==> src/rtl/calc_pkg.sv <==
// Shared types for the calculator command path: opcodes, issuer FSM states
// and the packed command word stored in the FIFO.
package calc_pkg;

   typedef enum logic [1:0] {
      OP_ADD = 2'b00,
      OP_SUB = 2'b01,
      OP_OR  = 2'b10,
      OP_EQ  = 2'b11
   } calc_op_e;

   typedef enum logic [1:0] {
      ST_IDLE,
      ST_ISSUE,
      ST_CAPTURE,
      ST_WAIT
   } issuer_state_e;

   typedef struct packed {
      calc_op_e   op;
      logic [7:0] operand;
   } calc_cmd_t;

endpackage

==> src/rtl/calc_cmd_fifo.sv <==
// Command FIFO for the issuer: DEPTH entries (power of two), wrapping pointers,
// occupancy count and a synchronous flush that drops any same-edge push.
module calc_cmd_fifo
   import calc_pkg::*;
#(
   parameter int DEPTH = 4
) (
   input  logic                   clk,
   input  logic                   rst_n,
   input  logic                   push,
   input  logic                   pop,
   input  logic                   flush,
   input  calc_cmd_t              wr_data,
   output calc_cmd_t              rd_data,
   output logic [$clog2(DEPTH):0] count,
   output logic                   full,
   output logic                   empty
);
   localparam int PW = $clog2(DEPTH);
   localparam int CW = PW + 1;

   calc_cmd_t      mem [DEPTH];
   logic [PW-1:0]  wr_ptr_reg;
   logic [PW-1:0]  rd_ptr_reg;
   logic [CW-1:0]  count_reg;
   logic           push_ok;
   logic           pop_ok;

   assign full    = (count_reg == CW'(DEPTH));
   assign empty   = (count_reg == '0);
   assign pop_ok  = pop && !empty;
   // A pop frees the head slot first, so a full FIFO can still take a push.
   assign push_ok = push && !flush && (!full || pop_ok);

   // Storage is not reset; only the pointers and count define validity.
   always_ff @(posedge clk) begin
      if (push_ok) begin
         mem[wr_ptr_reg] <= wr_data;
      end
   end

   always_ff @(posedge clk or negedge rst_n) begin
      if (!rst_n) begin
         wr_ptr_reg <= '0;
         rd_ptr_reg <= '0;
         count_reg  <= '0;
      end else if (flush) begin
         wr_ptr_reg <= '0;
         rd_ptr_reg <= '0;
         count_reg  <= '0;
      end else begin
         if (push_ok) wr_ptr_reg <= wr_ptr_reg + 1'b1;
         if (pop_ok)  rd_ptr_reg <= rd_ptr_reg + 1'b1;
         count_reg <= count_reg + CW'(push_ok) - CW'(pop_ok);
      end
   end

   // The issuer registers the head on the pop edge.
   assign rd_data = mem[rd_ptr_reg];
   assign count   = count_reg;

endmodule

==> src/rtl/calc_cmd_issuer.sv <==
// Command issuer: queues host calculator commands and replays them one at a
// time, capturing each result and enforcing an idle gap between operations.
module calc_cmd_issuer
   import calc_pkg::*;
#(
   parameter int DEPTH = 4,
   parameter int GAP   = 2
) (
   input  logic                   clk,
   input  logic                   rst_n,
   input  logic                   cmd_valid,
   output logic                   cmd_ready,
   input  logic [1:0]             cmd_op,
   input  logic [7:0]             cmd_operand,
   input  logic                   flush,
   output logic                   calc_stb,
   output logic [1:0]             calc_op,
   output logic [7:0]             calc_operand,
   input  logic [7:0]             calc_result,
   output logic                   rsp_valid,
   output logic [7:0]             rsp_data,
   output logic                   busy,
   output logic [$clog2(DEPTH):0] count
);
   localparam logic [3:0] WAIT_LOAD = (GAP > 0) ? 4'(GAP - 1) : 4'd0;

   issuer_state_e state_reg, state_next;
   logic [3:0]    wait_cnt_reg, wait_cnt_next;
   logic          calc_stb_reg, calc_stb_next;
   calc_op_e      calc_op_reg, calc_op_next;
   logic [7:0]    calc_operand_reg, calc_operand_next;
   logic          rsp_valid_reg, rsp_valid_next;
   logic [7:0]    rsp_data_reg, rsp_data_next;

   calc_cmd_t     head_cmd;
   calc_cmd_t     wr_cmd;
   logic          fifo_full;
   logic          fifo_empty;
   logic          pop_now;
   logic          push_now;

   assign pop_now   = (state_reg == ST_IDLE) && !fifo_empty;
   assign cmd_ready = !fifo_full || pop_now;
   assign push_now  = cmd_valid && cmd_ready;
   assign wr_cmd    = '{op: calc_op_e'(cmd_op), operand: cmd_operand};

   calc_cmd_fifo #(
      .DEPTH (DEPTH)
   ) u_fifo (
      .clk     (clk),
      .rst_n   (rst_n),
      .push    (push_now),
      .pop     (pop_now),
      .flush   (flush),
      .wr_data (wr_cmd),
      .rd_data (head_cmd),
      .count   (count),
      .full    (fifo_full),
      .empty   (fifo_empty)
   );

   always_comb begin
      state_next        = state_reg;
      wait_cnt_next     = wait_cnt_reg;
      calc_stb_next     = 1'b0;
      calc_op_next      = calc_op_reg;
      calc_operand_next = calc_operand_reg;
      rsp_valid_next    = 1'b0;
      rsp_data_next     = rsp_data_reg;
      case (state_reg)
         ST_IDLE: begin
            if (pop_now) begin
               state_next        = ST_ISSUE;
               calc_stb_next     = 1'b1;
               calc_op_next      = head_cmd.op;
               calc_operand_next = head_cmd.operand;
            end
         end
         ST_ISSUE: state_next = ST_CAPTURE;
         ST_CAPTURE: begin
            // The calculator has registered the strobed operation by now.
            rsp_data_next  = calc_result;
            rsp_valid_next = 1'b1;
            if (GAP > 0) begin
               state_next    = ST_WAIT;
               wait_cnt_next = WAIT_LOAD;
            end else begin
               state_next = ST_IDLE;
            end
         end
         ST_WAIT: begin
            if (wait_cnt_reg == '0) state_next = ST_IDLE;
            else                    wait_cnt_next = wait_cnt_reg - 1'b1;
         end
         default: state_next = ST_IDLE;
      endcase
   end

   always_ff @(posedge clk or negedge rst_n) begin
      if (!rst_n) begin
         state_reg        <= ST_IDLE;
         wait_cnt_reg     <= '0;
         calc_stb_reg     <= 1'b0;
         calc_op_reg      <= OP_ADD;
         calc_operand_reg <= '0;
         rsp_valid_reg    <= 1'b0;
         rsp_data_reg     <= '0;
      end else begin
         state_reg        <= state_next;
         wait_cnt_reg     <= wait_cnt_next;
         calc_stb_reg     <= calc_stb_next;
         calc_op_reg      <= calc_op_next;
         calc_operand_reg <= calc_operand_next;
         rsp_valid_reg    <= rsp_valid_next;
         rsp_data_reg     <= rsp_data_next;
      end
   end

   assign calc_stb     = calc_stb_reg;
   assign calc_op      = calc_op_reg;
   assign calc_operand = calc_operand_reg;
   assign rsp_valid    = rsp_valid_reg;
   assign rsp_data     = rsp_data_reg;
   assign busy         = (state_reg != ST_IDLE) || !fifo_empty;

endmodule

==> config.mk <==
export PLATFORM = sky130hd
export DESIGN_NAME = calc_cmd_issuer
export DESIGN_NICKNAME = d
export VERILOG_FILES = /design/src/rtl/calc_pkg.sv /design/src/rtl/calc_cmd_fifo.sv /design/src/rtl/calc_cmd_issuer.sv
export SDC_FILE = /design/constraint.sdc
export NUM_CORES = 1
export LEC_CHECK = 0
export ABC_CLOCK_PERIOD_IN_PS = 2300
export CORE_ASPECT_RATIO = 0.8
export CORE_MARGIN = 5
export CORE_UTILIZATION = 40
export CTS_CLUSTER_DIAMETER = 80
export DETAILED_ROUTE_END_ITERATION = 16
export HOLD_SLACK_MARGIN = 0.08
export PLACE_DENSITY = 0.66
export SYNTH_ARGS = -nofsm -noshare
export SYNTH_HDL_FRONTEND = slang
export SYNTH_SLANG_ARGS = --single-unit
export TNS_END_PERCENT = 20
==> constraint.sdc <==
create_clock -name clk -period 2.3 [get_ports clk]
set_input_delay 0.46 -clock clk [delete_from_list [all_inputs] [get_ports clk]]
set_output_delay 0.46 -clock clk [all_outputs]
set_load 0.05 [all_outputs]
==> run_1/m1.png <==
(4 px per µm)
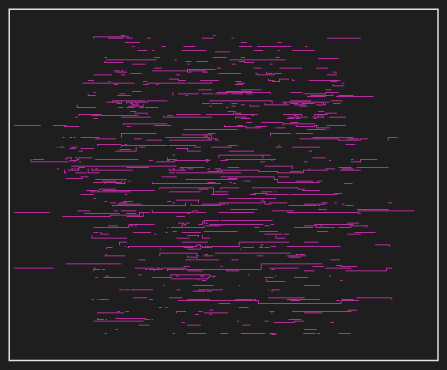
The layer carries 2310 µm of wire. The longest straight run is 26.2 µm. The layer holds 43% of the routed length.

==> run_1/congestion_map.png <==
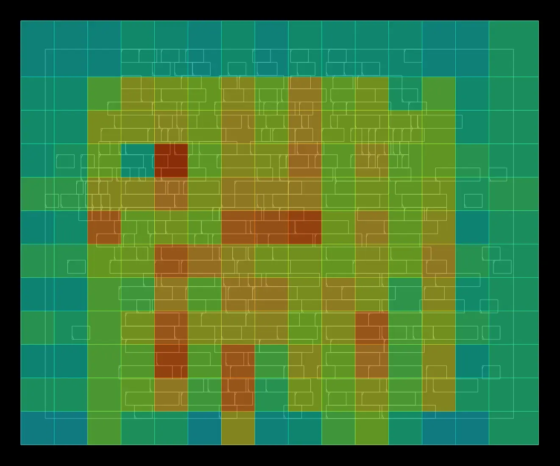
GR peak layer: met2
GRT Total Usage: 12.4%
met1 Resource Use GR: 15.3%

==> run_1/sizing.png <==
(4 px per µm)
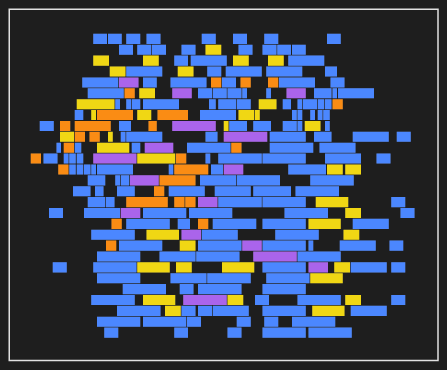
Key: orange = x3 and x4 [cells 26]; purple = x6 and larger [cells 16]; yellow = x2 [cells 38]; blue = x1 and smaller [cells 171]
PnR worst setup slack: 0.0612 ns
Signal buffers: 65
Area Overhead vs Synth: 35.4%

==> impl_metrics.env, run 1 <==
# yosys + openroad results
export IMPL_outcome="finished clean"
export IMPL_top_cell="edfxtp_1"
export IMPL_cp_startpoint="u_fifo.count[1]"
export IMPL_final_util_pct=55.2
export IMPL_synth_edff_count=40
export IMPL_ys_sh_xor_pct=0.876
export IMPL_comb_power_share_pct=41.9
export IMPL_dr_pass1_iters=4
export IMPL_finalMaxSlewViolations=0
export IMPL_n_tap_cell=90
export IMPL_post_cts_buffers=0
export IMPL_regArea_um2=2030
export IMPL_chipWidth_um=107
export IMPL_htreeDepth=3
export IMPL_ys_cells=175
export IMPL_ant_nets=0
export IMPL_cp_required_ns=1.84
export IMPL_dpl_hpwl_um=3800
export IMPL_p_switching_uw=2020
export IMPL_synth_top_area_share_pct=40.0
export IMPL_drt_iter0_markers=50
export IMPL_ys_sh_mux_pct=16.6
export IMPL_grt_max_degree=15
export IMPL_cts_resized=1
export IMPL_comb_share_pct=23.7
export IMPL_timing_final_crit_share_pct=97.3
export IMPL_synthCells=175
export IMPL_powerComb_uw=2380
export IMPL_path_delay_family="buffers and inverters"
export IMPL_avgSynthCellArea_um2=17.1
export IMPL_slew_headroom_pct=55.7
export IMPL_numSynthFlops=73
export IMPL_r2r_cells=10
export IMPL_seq_share_pct=50.0
export IMPL_n_fill_cell=594
export IMPL_met2_usage_pct=20.9
export IMPL_swShare_pct=35.6
export IMPL_core_area_um2=7360
export IMPL_adder_share_pct=5.67
export IMPL_wl_met1_um=2310
export IMPL_cp_end_kind="output pin"
export IMPL_clkCellAreaFrac_pct=6.93
export IMPL_crit_buf_inv=2
export IMPL_yosys_area_um2=3000
export IMPL_ys_top_cells_by_count="edfxtp_1, dfrtp_1, mux2_2"
export IMPL_routed_wirelength_um=5330
export IMPL_clock_sinks=73
export IMPL_hp_class="reg2reg"
export IMPL_hold_end="wait_cnt_reg[3]"
export IMPL_flop_count=73
export IMPL_die_y_um=87.5
export IMPL_p_int_uw=3650
export IMPL_cts_root_buf="clkbuf_8"
export IMPL_power_uw=5670
export IMPL_critPathKind="reg2out"
export IMPL_power_frac_seq_pct=33.7
export IMPL_ir_drop_mv=0.605
export IMPL_hold_ws_ns=0.490
export IMPL_power_leader="combinational logic"
export IMPL_dp_cells=325
export IMPL_finalHoldViolCount=0
export IMPL_crit_cells=2
export IMPL_fin_cells=341
export IMPL_nClkBuffers=10
export IMPL_globalplace_congestion=0.756
export IMPL_insertion_delay_ns=0.34
export IMPL_buf_share_pct=15.3
export IMPL_largest_class="registers"
export IMPL_synth_simple_area_share_pct=4.96
export IMPL_hp_start="wait_cnt_reg[3]"
export IMPL_portBuffers=46
export IMPL_pwr_share_clk_pct=24.4
export IMPL_comb_cells=85
export IMPL_cap_violations=0
export IMPL_r2r_start="u_fifo.count[0]"
export IMPL_grt_overflow=0
export IMPL_postPlaceCellArea_um2=3750
export IMPL_core_rowCount=28
export IMPL_worst_r2r_endpoint="u_fifo.count[2]"
export IMPL_tool_warnings=34
export IMPL_combGateArea_um2=965
export IMPL_dr_wl_met2_um=2790
export IMPL_largest_register_ffs=40
export IMPL_path_cells="buf_4 -> clkdlybuf4s50_1"
export IMPL_place_ws_ns=-0.0950
==> run_1/closeup.png <==
Window x 14 to 39, y 53 to 78 µm. Cells in gray, sequential cells in the stronger gray; small squares are vias.
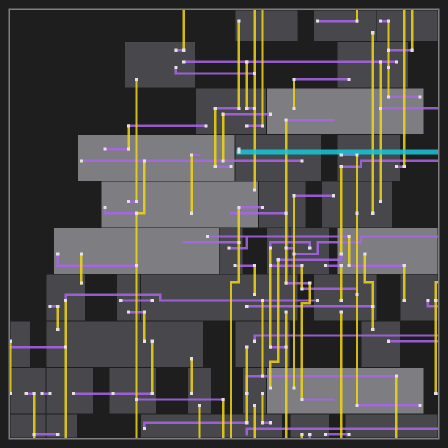

## Run 2: what changed since run 1
--- a/config.mk
+++ b/config.mk
@@ -12,6 +12,6 @@
 export CTS_CLUSTER_DIAMETER = 80
 export DETAILED_ROUTE_END_ITERATION = 16
+export DONT_BUFFER_PORTS = 1
 export HOLD_SLACK_MARGIN = 0.08
-export PLACE_DENSITY = 0.66
 export SYNTH_ARGS = -nofsm -noshare
 export SYNTH_HDL_FRONTEND = slang
==> constraint.sdc (replaced) <==
create_clock -name clk -period 2.3 [get_ports clk]
set_input_delay 0.575 -clock clk [delete_from_list [all_inputs] [get_ports clk]]
set_output_delay 0.575 -clock clk [all_outputs]
set_load 0.05 [all_outputs]
==> run_2/closeup.png <==
Window x 14 to 39, y 53 to 78 µm. Cells in gray, sequential cells in the stronger gray; small squares are vias.
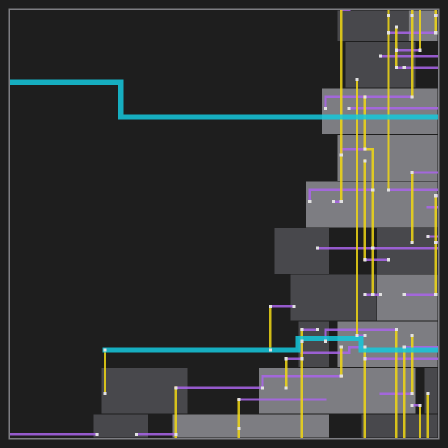
Key: cyan = M3; yellow = M2; purple = M1
Sequential cells in the window: 6. Most frequent: dfrtp_1 (6), mux2_2 (3), clkbuf_8 (2). 15 logic cells have their middle in the window. Netlist names of flops here include rsp_data (4), u_fifo.wr_ptr_reg (2).

==> run_2/congestion_map.png <==
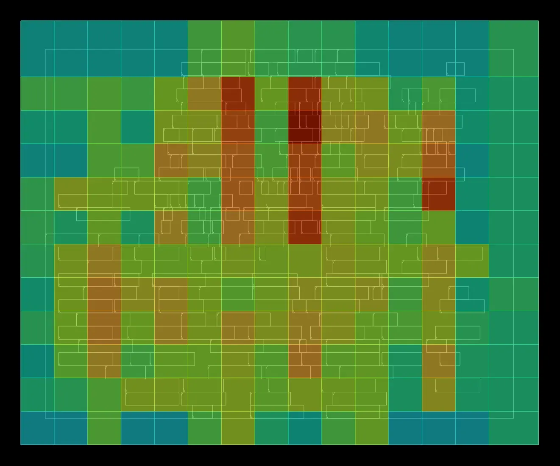
fin util: 48.4%
GR Layer Usage met3: 6.30%
met2 GRT Util: 22.8%
met1 Resource Use GR: 14.6%

==> run 2 against run 1 <==
The flow now finishes with violations (negative setup slack). Sequential power grew 34%. Flip-flop count unchanged. Setup slack worse by 0.095 ns. Clock skew fell by 0.0030 ns. Largest cell class unchanged. Via count is 7.9% lower. Critical path type unchanged. Largest power group is now sequential cells. Non-clock buffer count shrank 45. Critical path depth is 3 higher. Global-route usage increased by 0.79 points. Synthesized area is the same. Fmax decreased by 4.1%.
==> impl_metrics.env, run 2 <==
# yosys + openroad results
export IMPL_clkSlewWorstSetupHoldPaths_ns=0.07
export IMPL_largest_register_ffs=40
export IMPL_grt_setup_unrepaired="true"
export IMPL_numSynthFlops=73
export IMPL_outcome="finished, violations left"
export IMPL_r2r_cells=12
export IMPL_p_int_uw=3030
export IMPL_cts_hold_buf=2
export IMPL_insertion_delay_ns=0.34
export IMPL_nClkBuffers=10
export IMPL_n_fill_cell=629
export IMPL_syn_to_final_growth_pct=18.6
export IMPL_pwr_share_clk_pct=21.3
export IMPL_power_leader="sequential cells"
export IMPL_tool_warnings=36
export IMPL_powerComb_uw=1430
export IMPL_ys_seq_share_pct=67.6
export IMPL_combGateArea_um2=973
export IMPL_yosys_area_um2=3000
export IMPL_globalplace_congestion=0.679
export IMPL_path_delay_family="buffers and inverters"
export IMPL_ff2ff_setup_slack_ns=0.12
export IMPL_post_cts_buffers=4
export IMPL_power_uw=5060
export IMPL_cap_violations=0
export IMPL_critPathKind="reg2out"
export IMPL_worstMarginPinSlew_ns=0.659
export IMPL_violations="negative setup slack"
export IMPL_wl_met1_um=2170
export IMPL_area_leaders="edfxtp_1, dfrtp_1, mux2_2"
export IMPL_htreeDepth=3
export IMPL_grt_overflow=0
export IMPL_grt_usage_pct=13.2
export IMPL_fmax_mhz=429
export IMPL_grt_max_degree=34
export IMPL_hp_class="in2reg"
export IMPL_power_frac_seq_pct=50.4
export IMPL_adder_share_pct=5.67
export IMPL_crit_arrival_ns=1.76
export IMPL_grt_pass1_vias=1692
export IMPL_seq_share_pct=57.1
export IMPL_hold_end="u_fifo.count[1]"
export IMPL_synth_edff_count=40
export IMPL_drt_iter0_markers=58
export IMPL_yosys_cell_types_count=28
export IMPL_final_layout_top_logic_cells="edfxtp_1, dfrtp_1, mux2_2"
export IMPL_cp_startpoint="state_reg[1]"
export IMPL_core_rowCount=28
export IMPL_ys_top_cells_by_count="edfxtp_1, dfrtp_1, mux2_2"
export IMPL_buf_share_pct=4.75
export IMPL_core_area_um2=7360
export IMPL_drc_errors=0
export IMPL_crit_buf_inv=3
export IMPL_n_tap_cell=90
export IMPL_comb_cells=85
export IMPL_setup_viol=1
export IMPL_hp_start="flush"
export IMPL_topRoutingLayerUsed="met4"
export IMPL_dr_pass1_iters=4
export IMPL_synth_simple_area_share_pct=4.96
export IMPL_portBuffers=0
export IMPL_p_leak_uw=0.00138
export IMPL_buffers=20
export IMPL_dr_wl_met2_um=2970
export IMPL_cts_buffer_depth=2
export IMPL_worst_r2r_endpoint="u_fifo.count[2]"
export IMPL_largest_class="registers"
export IMPL_synthCells=175
export IMPL_r2r_start="state_reg[1]"
export IMPL_comb_share_pct=27.4
export IMPL_path_cells="inv_1 -> ha_4 -> nor4b_4 -> buf_4 -> clkinvlp_4"
export IMPL_finalMaxSlewViolations=0
export IMPL_dp_cells=270
export IMPL_crit_cells=5
export IMPL_cts_root_buf="clkbuf_8"
export IMPL_top_cell="edfxtp_1"
export IMPL_ys_sh_xor_pct=0.876
export IMPL_dpl_hpwl_um=3900
export IMPL_ys_sh_mux_pct=16.6
export IMPL_yosys_warnings=0
export IMPL_hold_ws_ns=0.288
export IMPL_postPlaceCellArea_um2=3200
export IMPL_slew_headroom_pct=55.5
export IMPL_p_switching_uw=2030
export IMPL_clock_sinks=73
export IMPL_comb_power_share_pct=28.3
export IMPL_syn_num_nets=210
export IMPL_cp_slowest_cell="dfrtp_1"
export IMPL_timing_final_crit_share_pct=101
export IMPL_chipWidth_um=107
export IMPL_routed_wirelength_um=5620
export IMPL_fin_nets=236
export IMPL_yosys_area_top_type="edfxtp_1"
export IMPL_fin_cells=296
export IMPL_synth_top_area_share_pct=40.0
export IMPL_cp_required_ns=1.73
export IMPL_drive_above_1_share_pct=38.8
export IMPL_die_y_um=87.5
export IMPL_ir_drop_mv=0.450
export IMPL_pg_clk_uw=1080
export IMPL_setup_ws_ns=-0.0337
export IMPL_p_seq_uw=2550
export IMPL_ff_type="edfxtp_1"
export IMPL_cts_resized=4
export IMPL_numCtsBuffers=9
export IMPL_cp_end_kind="output pin"
export IMPL_avgSynthCellArea_um2=17.1
export IMPL_place_ws_ns=-0.0814
export IMPL_top_logic_kind="multiplexers"
export IMPL_ant_nets=0
export IMPL_finalHoldViolCount=0
export IMPL_ys_cells=175
export IMPL_regArea_um2=2030
export IMPL_vias=1521
export IMPL_skew_ns=0.00737
export IMPL_clkCellAreaFrac_pct=6.15
export IMPL_power_density_nw_per_um2=1420
export IMPL_swShare_pct=40.1
export IMPL_flop_count=73
export IMPL_synth_cell_area_um2=3000
export IMPL_grt_busiest_layer="met2"
## Run 3: what changed since run 2
- SLEW_MARGIN: default -> 30
==> run_3/m1.png <==
(4 px per µm)
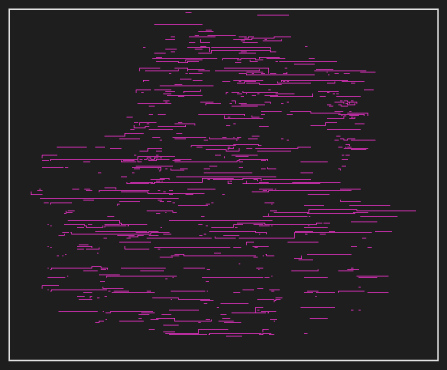
The layer carries 2170 µm of wire. The layer holds 39% of the routed length. 215 nets have wire on it.
drt total wl: 5620 µm
via count of the routed design: 1521

==> run 3 against run 2 <==
The flow still finishes with violations (negative setup slack). Critical endpoint unchanged. Largest power group unchanged. Highest routed layer unchanged. Global-route usage stayed put. Combinational power hardly changed. Largest cell class unchanged. Synthesized area stayed put.
==> impl_metrics.env, run 3 <==
# yosys + openroad results
export IMPL_ys_seq_share_pct=67.6
export IMPL_io_pins=47
export IMPL_yosys_area_top_type="edfxtp_1"
export IMPL_cts_resized=4
export IMPL_largest_register_ffs=40
export IMPL_chipWidth_um=107
export IMPL_cts_hold_buf=2
export IMPL_place_ws_ns=-0.0814
export IMPL_cts_tree="done"
export IMPL_synth_top_area_share_pct=40.0
export IMPL_cp_required_ns=1.73
export IMPL_dp_cells=270
export IMPL_yosys_cell_types_count=28
export IMPL_drc_errors=0
export IMPL_cp_startpoint="state_reg[1]"
export IMPL_ys_sh_xor_pct=0.876
export IMPL_globalplace_congestion=0.679
export IMPL_cts_root_buf="clkbuf_8"
export IMPL_violations="negative setup slack"
export IMPL_period_minus_slack_ns=2.33
export IMPL_worst_r2r_endpoint="u_fifo.count[2]"
export IMPL_ys_top_cells_by_count="edfxtp_1, dfrtp_1, mux2_2"
export IMPL_grt_use_met3_pct=6.30
export IMPL_die_y_um=87.5
export IMPL_timing_final_crit_share_pct=101
export IMPL_power_uw=5060
export IMPL_p_leak_uw=0.00138
export IMPL_top_logic_kind="multiplexers"
export IMPL_clkSlewWorstSetupHoldPaths_ns=0.07
export IMPL_r2r_cells=12
export IMPL_comb_share_pct=27.4
export IMPL_worstMarginPinSlew_ns=0.659
export IMPL_drive_above_1_share_pct=38.8
export IMPL_synthCells=175
export IMPL_synth_cell_area_um2=3000
export IMPL_fmax_mhz=429
export IMPL_ir_drop_mv=0.450
export IMPL_area_leaders="edfxtp_1, dfrtp_1, mux2_2"
export IMPL_critPathKind="reg2out"
export IMPL_power_frac_seq_pct=50.4
export IMPL_hp_start="flush"
export IMPL_synth_simple_area_share_pct=4.96
export IMPL_largest_class="registers"
export IMPL_cap_violations=0
export IMPL_outcome="finished, violations left"
export IMPL_yosys_area_um2=3000
export IMPL_fin_nets=236
export IMPL_setup_viol=1
export IMPL_cts_buffer_depth=2
export IMPL_top_cell="edfxtp_1"
export IMPL_finalMaxSlewViolations=0
export IMPL_powerComb_uw=1430
export IMPL_p_int_uw=3030
export IMPL_drt_iter0_markers=58
export IMPL_nClkBuffers=10
export IMPL_final_layout_top_logic_cells="edfxtp_1, dfrtp_1, mux2_2"
export IMPL_pg_clk_uw=1080
export IMPL_seq_share_pct=57.1
export IMPL_finalHoldViolCount=0
export IMPL_n_fill_cell=629
export IMPL_setup_ws_ns=-0.0337
export IMPL_met2_usage_pct=22.8
export IMPL_wl_met1_um=2170
export IMPL_adder_share_pct=5.67
export IMPL_grt_use_met1_pct=14.6
export IMPL_layout_top_cell="edfxtp_1"
export IMPL_crit_arrival_ns=1.76
export IMPL_slew_headroom_pct=55.5
export IMPL_grt_busiest_layer="met2"
export IMPL_post_cts_buffers=4
export IMPL_comb_cells=85
export IMPL_topRoutingLayerUsed="met4"
export IMPL_ff_type="edfxtp_1"
export IMPL_hold_ws_ns=0.288
export IMPL_hold_end="u_fifo.count[1]"
export IMPL_avgSynthCellArea_um2=17.1
export IMPL_crit_buf_inv=3
export IMPL_power_density_nw_per_um2=1420
export IMPL_yosys_warnings=0
export IMPL_tool_warnings=36
export IMPL_ff2ff_setup_slack_ns=0.12
export IMPL_cp_end_kind="output pin"
export IMPL_combGateArea_um2=973
export IMPL_postPlaceCellArea_um2=3200
export IMPL_cp_slowest_cell="dfrtp_1"
export IMPL_path_delay_family="buffers and inverters"
export IMPL_skew_ns=0.00737
export IMPL_grt_pass1_vias=1692
export IMPL_syn_num_nets=210
export IMPL_fin_cells=296
export IMPL_swShare_pct=40.1
export IMPL_routedWlPerCell_um=19.0
export IMPL_regArea_um2=2030
export IMPL_ys_sh_mux_pct=16.6
export IMPL_inv_count=12
export IMPL_numCtsBuffers=9
export IMPL_synth_edff_count=40
export IMPL_n_antenna_cell=0
export IMPL_dpl_hpwl_um=3900
export IMPL_dr_wl_met2_um=2970
export IMPL_numSynthFlops=73
export IMPL_dieArea_um2=9340
export IMPL_r2r_start="state_reg[1]"
export IMPL_path_max_fanout=4
export IMPL_final_util_pct=48.4
export IMPL_core_rowCount=28
export IMPL_clock_sinks=73
export IMPL_power_leader="sequential cells"
export IMPL_grt_max_degree=34
export IMPL_portBuffers=0
export IMPL_grt_setup_unrepaired="true"
export IMPL_crit_cells=5
export IMPL_p_seq_uw=2550
export IMPL_dr_pass1_iters=4
export IMPL_ys_cells=175
export IMPL_grt_overflow=0
export IMPL_ant_nets=0
export IMPL_p_switching_uw=2030
export IMPL_worstHoldPathCells=1
export IMPL_comb_power_share_pct=28.3
export IMPL_core_area_um2=7360
export IMPL_n_tap_cell=90
export IMPL_htreeDepth=3
export IMPL_pwr_share_clk_pct=21.3
export IMPL_clkCellAreaFrac_pct=6.15
export IMPL_buf_share_pct=4.75
export IMPL_insertion_delay_ns=0.34
export IMPL_grt_usage_pct=13.2
export IMPL_path_cells="inv_1 -> ha_4 -> nor4b_4 -> buf_4 -> clkinvlp_4"
export IMPL_flop_count=73
export IMPL_hp_class="in2reg"
==> run_3/sizing.png <==
(4 px per µm)
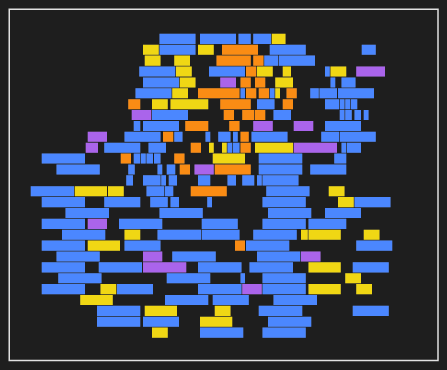
Key: purple = x6 and larger [cells 14]; blue = x1 and smaller [cells 126]; orange = x3 and x4 [cells 28]; yellow = x2 [cells 38]
PnR worst setup slack: -0.0337 ns
Signal buffers: 20
Final Instance Area: 3560 µm²
Area Overhead vs Synth: 18.6%

Power is estimated from default activity; no workload was simulated.
